===== config.mk =====
export PLATFORM = sky130hd
export DESIGN_NAME = alu_seq
export DESIGN_NICKNAME = d
export VERILOG_FILES = /design/src/rtl/alu_seq.sv
export SDC_FILE = /design/constraint.sdc
export NUM_CORES = 1
export LEC_CHECK = 0
export CAP_MARGIN = 5
export CORE_ASPECT_RATIO = 1.2
export CORE_MARGIN = 1
export CORE_UTILIZATION = 45
export CTS_BUF_LIST = sky130_fd_sc_hd__clkbuf_4 sky130_fd_sc_hd__clkbuf_8 sky130_fd_sc_hd__clkbuf_16
export DETAILED_ROUTE_END_ITERATION = 10
export PLACE_DENSITY = 0.66
export SLEW_MARGIN = 20
export SYNTH_ARGS = -nofsm -noshare
export SYNTH_HDL_FRONTEND = slang
export SYNTH_SLANG_ARGS = --single-unit

===== constraint.sdc =====
create_clock -name clk -period 2.85 [get_ports clk]
set_input_delay 0.855 -clock clk [delete_from_list [all_inputs] [get_ports clk]]
set_output_delay 0.855 -clock clk [all_outputs]
set_load 0.02 [all_outputs]

===== src/rtl/alu_seq.sv =====
// Sequential ALU: single-cycle add/sub, WIDTH-cycle shift-add multiply and restoring divide.
// out/ovf are registered and change only on the edge that enters DONE.
module alu_seq #(
    parameter int WIDTH = 6
) (
    input  logic               clk,
    input  logic               rst_n,
    input  logic               start,
    input  logic [WIDTH-1:0]   a,
    input  logic [WIDTH-1:0]   b,
    input  logic [1:0]         func,
    output logic               busy,
    output logic               done,
    output logic [2*WIDTH-1:0] out,
    output logic               ovf
);

    localparam int CW = $clog2(WIDTH);

    localparam logic [1:0] S_IDLE = 2'd0;
    localparam logic [1:0] S_CALC = 2'd1;
    localparam logic [1:0] S_DONE = 2'd2;

    localparam logic [1:0] F_ADD = 2'b00;
    localparam logic [1:0] F_SUB = 2'b01;
    localparam logic [1:0] F_MUL = 2'b10;

    typedef struct packed {
        logic [1:0]       func;
        logic [WIDTH-1:0] a;
        logic [WIDTH-1:0] b;
    } op_t;

    logic [1:0]         state;
    op_t                op_q;
    logic [CW-1:0]      cnt;
    logic [2*WIDTH-1:0] acc;
    logic [2*WIDTH-1:0] acc_nxt;

    logic [WIDTH:0]     add_sum;
    logic [WIDTH:0]     sub_diff;
    logic [WIDTH:0]     mul_sum;
    logic [WIDTH:0]     div_shift;
    logic [WIDTH-1:0]   div_diff;
    logic               div_ge;

    assign add_sum  = {1'b0, a} + {1'b0, b};
    assign sub_diff = {1'b0, a} - {1'b0, b};

    // acc is {partial product, multiplier} for mul and {remainder, dividend/quotient} for div
    always_comb begin
        mul_sum   = {1'b0, acc[2*WIDTH-1:WIDTH]} + {1'b0, (acc[0] ? op_q.a : {WIDTH{1'b0}})};
        div_shift = {acc[2*WIDTH-1:WIDTH], acc[WIDTH-1]};
        div_ge    = div_shift >= {1'b0, op_q.b};
        div_diff  = div_shift[WIDTH-1:0] - op_q.b;
        acc_nxt   = acc;
        if (op_q.func == F_MUL)
            acc_nxt = {mul_sum, acc[WIDTH-1:1]};
        else
            acc_nxt = {(div_ge ? div_diff : div_shift[WIDTH-1:0]), acc[WIDTH-2:0], div_ge};
    end

    always_ff @(posedge clk or negedge rst_n) begin
        if (!rst_n) begin
            state <= S_IDLE;
            op_q  <= '0;
            cnt   <= '0;
            acc   <= '0;
            out   <= '0;
            ovf   <= 1'b0;
        end else begin
            case (state)
                S_IDLE: begin
                    if (start) begin
                        op_q <= {func, a, b};
                        cnt  <= CW'(WIDTH - 1);
                        case (func)
                            F_ADD: begin
                                out   <= {{WIDTH{1'b0}}, add_sum[WIDTH-1:0]};
                                ovf   <= add_sum[WIDTH];
                                state <= S_DONE;
                            end
                            F_SUB: begin
                                out   <= {{WIDTH{1'b0}}, sub_diff[WIDTH-1:0]};
                                ovf   <= sub_diff[WIDTH];
                                state <= S_DONE;
                            end
                            F_MUL: begin
                                acc   <= {{WIDTH{1'b0}}, b};
                                state <= S_CALC;
                            end
                            default: begin
                                if (b == '0) begin
                                    out   <= {a, {WIDTH{1'b1}}};
                                    ovf   <= 1'b1;
                                    state <= S_DONE;
                                end else begin
                                    acc   <= {{WIDTH{1'b0}}, a};
                                    state <= S_CALC;
                                end
                            end
                        endcase
                    end
                end
                S_CALC: begin
                    acc <= acc_nxt;
                    cnt <= cnt - CW'(1);
                    if (cnt == '0) begin
                        out   <= acc_nxt;
                        ovf   <= 1'b0;
                        state <= S_DONE;
                    end
                end
                S_DONE:  state <= S_IDLE;
                default: state <= S_IDLE;
            endcase
        end
    end

    assign busy = (state == S_CALC);
    assign done = (state == S_DONE);

endmodule

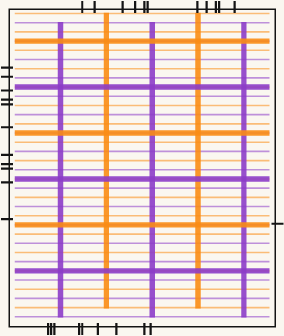
Figure 1: floorplan with the power grid.
Pins as bars on the die edge.
orange -> VDD
purple -> VSS
met5 straps = 6
met1 rails = 34
rows = 33
signal pins = 32
met4 straps = 5

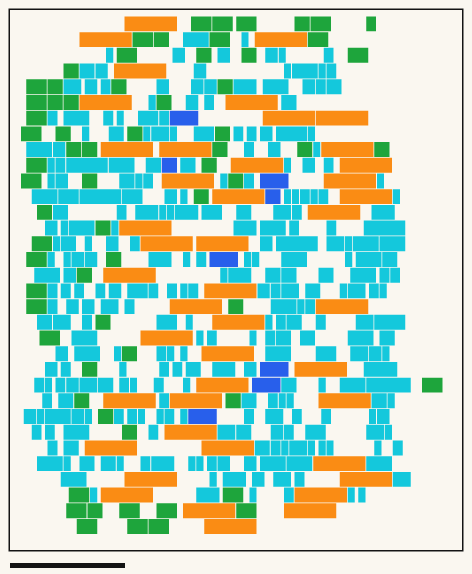
Figure 2: cells colored by class.
Scale bar: 20 um.
green -> remaining buffers and delay cells  # cells 67, share of their area 15%
orange -> sequential cells  # cells 44, share of their area 29%
blue -> clock drivers and dummy loads  # cells 8, share of their area 2.6%
cyan -> combinational and other logic  # cells 291, share of their area 53%

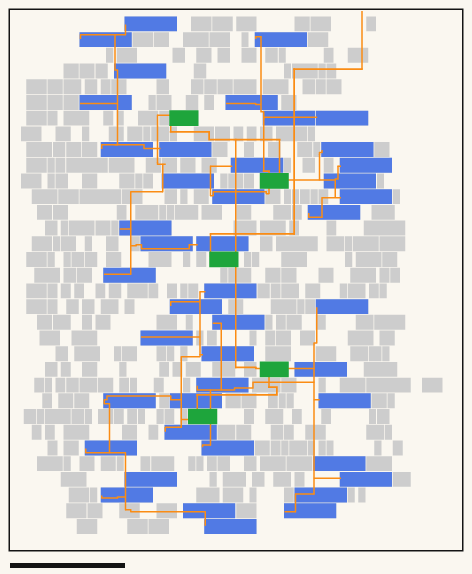
Figure 3: clock wires, drivers and flops.
Scale bar: 20 um.
orange -> clock wires  # length 594 um
blue -> flip-flops  # count 44
green -> clock drivers  # count 5
routed clock nets = 6
clock power share: 10.0%
worst clock skew: 0.005827 ns
Clk power: 0.434 mW
Late-Pin Clk Latency: 0.30 ns

==> flow_summary.toml <==
# flow metrics
[global_route]
grt_util_met3_pct = 3.024
grt_max_degree = 23
grt.met2_usage_pct = 42.91
grt_pass1_vias = 2692
use_met1_pct = 28.90

[outcome]
status = "completed"

[logic_synthesis]
yosysMostFrequentCell = "dfrtp_1"
synth_cell_type_count = 51
synth-edff-count = 0
synth_area_mm2 = 0.003142
fp_nets = 399

[finish]
seq_share_pct = 28.50
top_regs = "op_q (14), acc (12), out (12)"
diodes = 0
lay_top_count = "dfrtp_1"

[setup_path]
cp.arrival_ns = 2.93
worstPathCellList = "clkdlybuf4s50_1, inv_1, ha_1, inv_1, fa_1, a21o_1, a21oi_2, nor2b_1, or3_1, a21oi_2, o31ai_1"
r2r_cells = 8
r2r_start = "acc[0]"
required_ns = 3.04

[timing]
worst_pin_slew_ns = 0.7584
whs_ns = 0.4903
fmax_ghz = 0.3651

[detailed_routing]
vias = 2772
first_iter_violations = 155
route.met2.wl_um = 4198

[power]
leakagePower_nw = 1.786
power_top_consumer = "combinational cells"
p_seq_share_pct = 27.0

[floorplanning]
io_pins = 32
die_h_um = 93.53
rows = 33

[cts]
clock_sinks = 44
post_cts_resize_count = 0
cts_root_buf = "clkbuf_8"

[worst_hold_path]
hp-start = "cnt[0]"

[place]
pre_cts_ws_ns = -0.2541
No activity file was given, so power comes from the tool's default toggle rates.
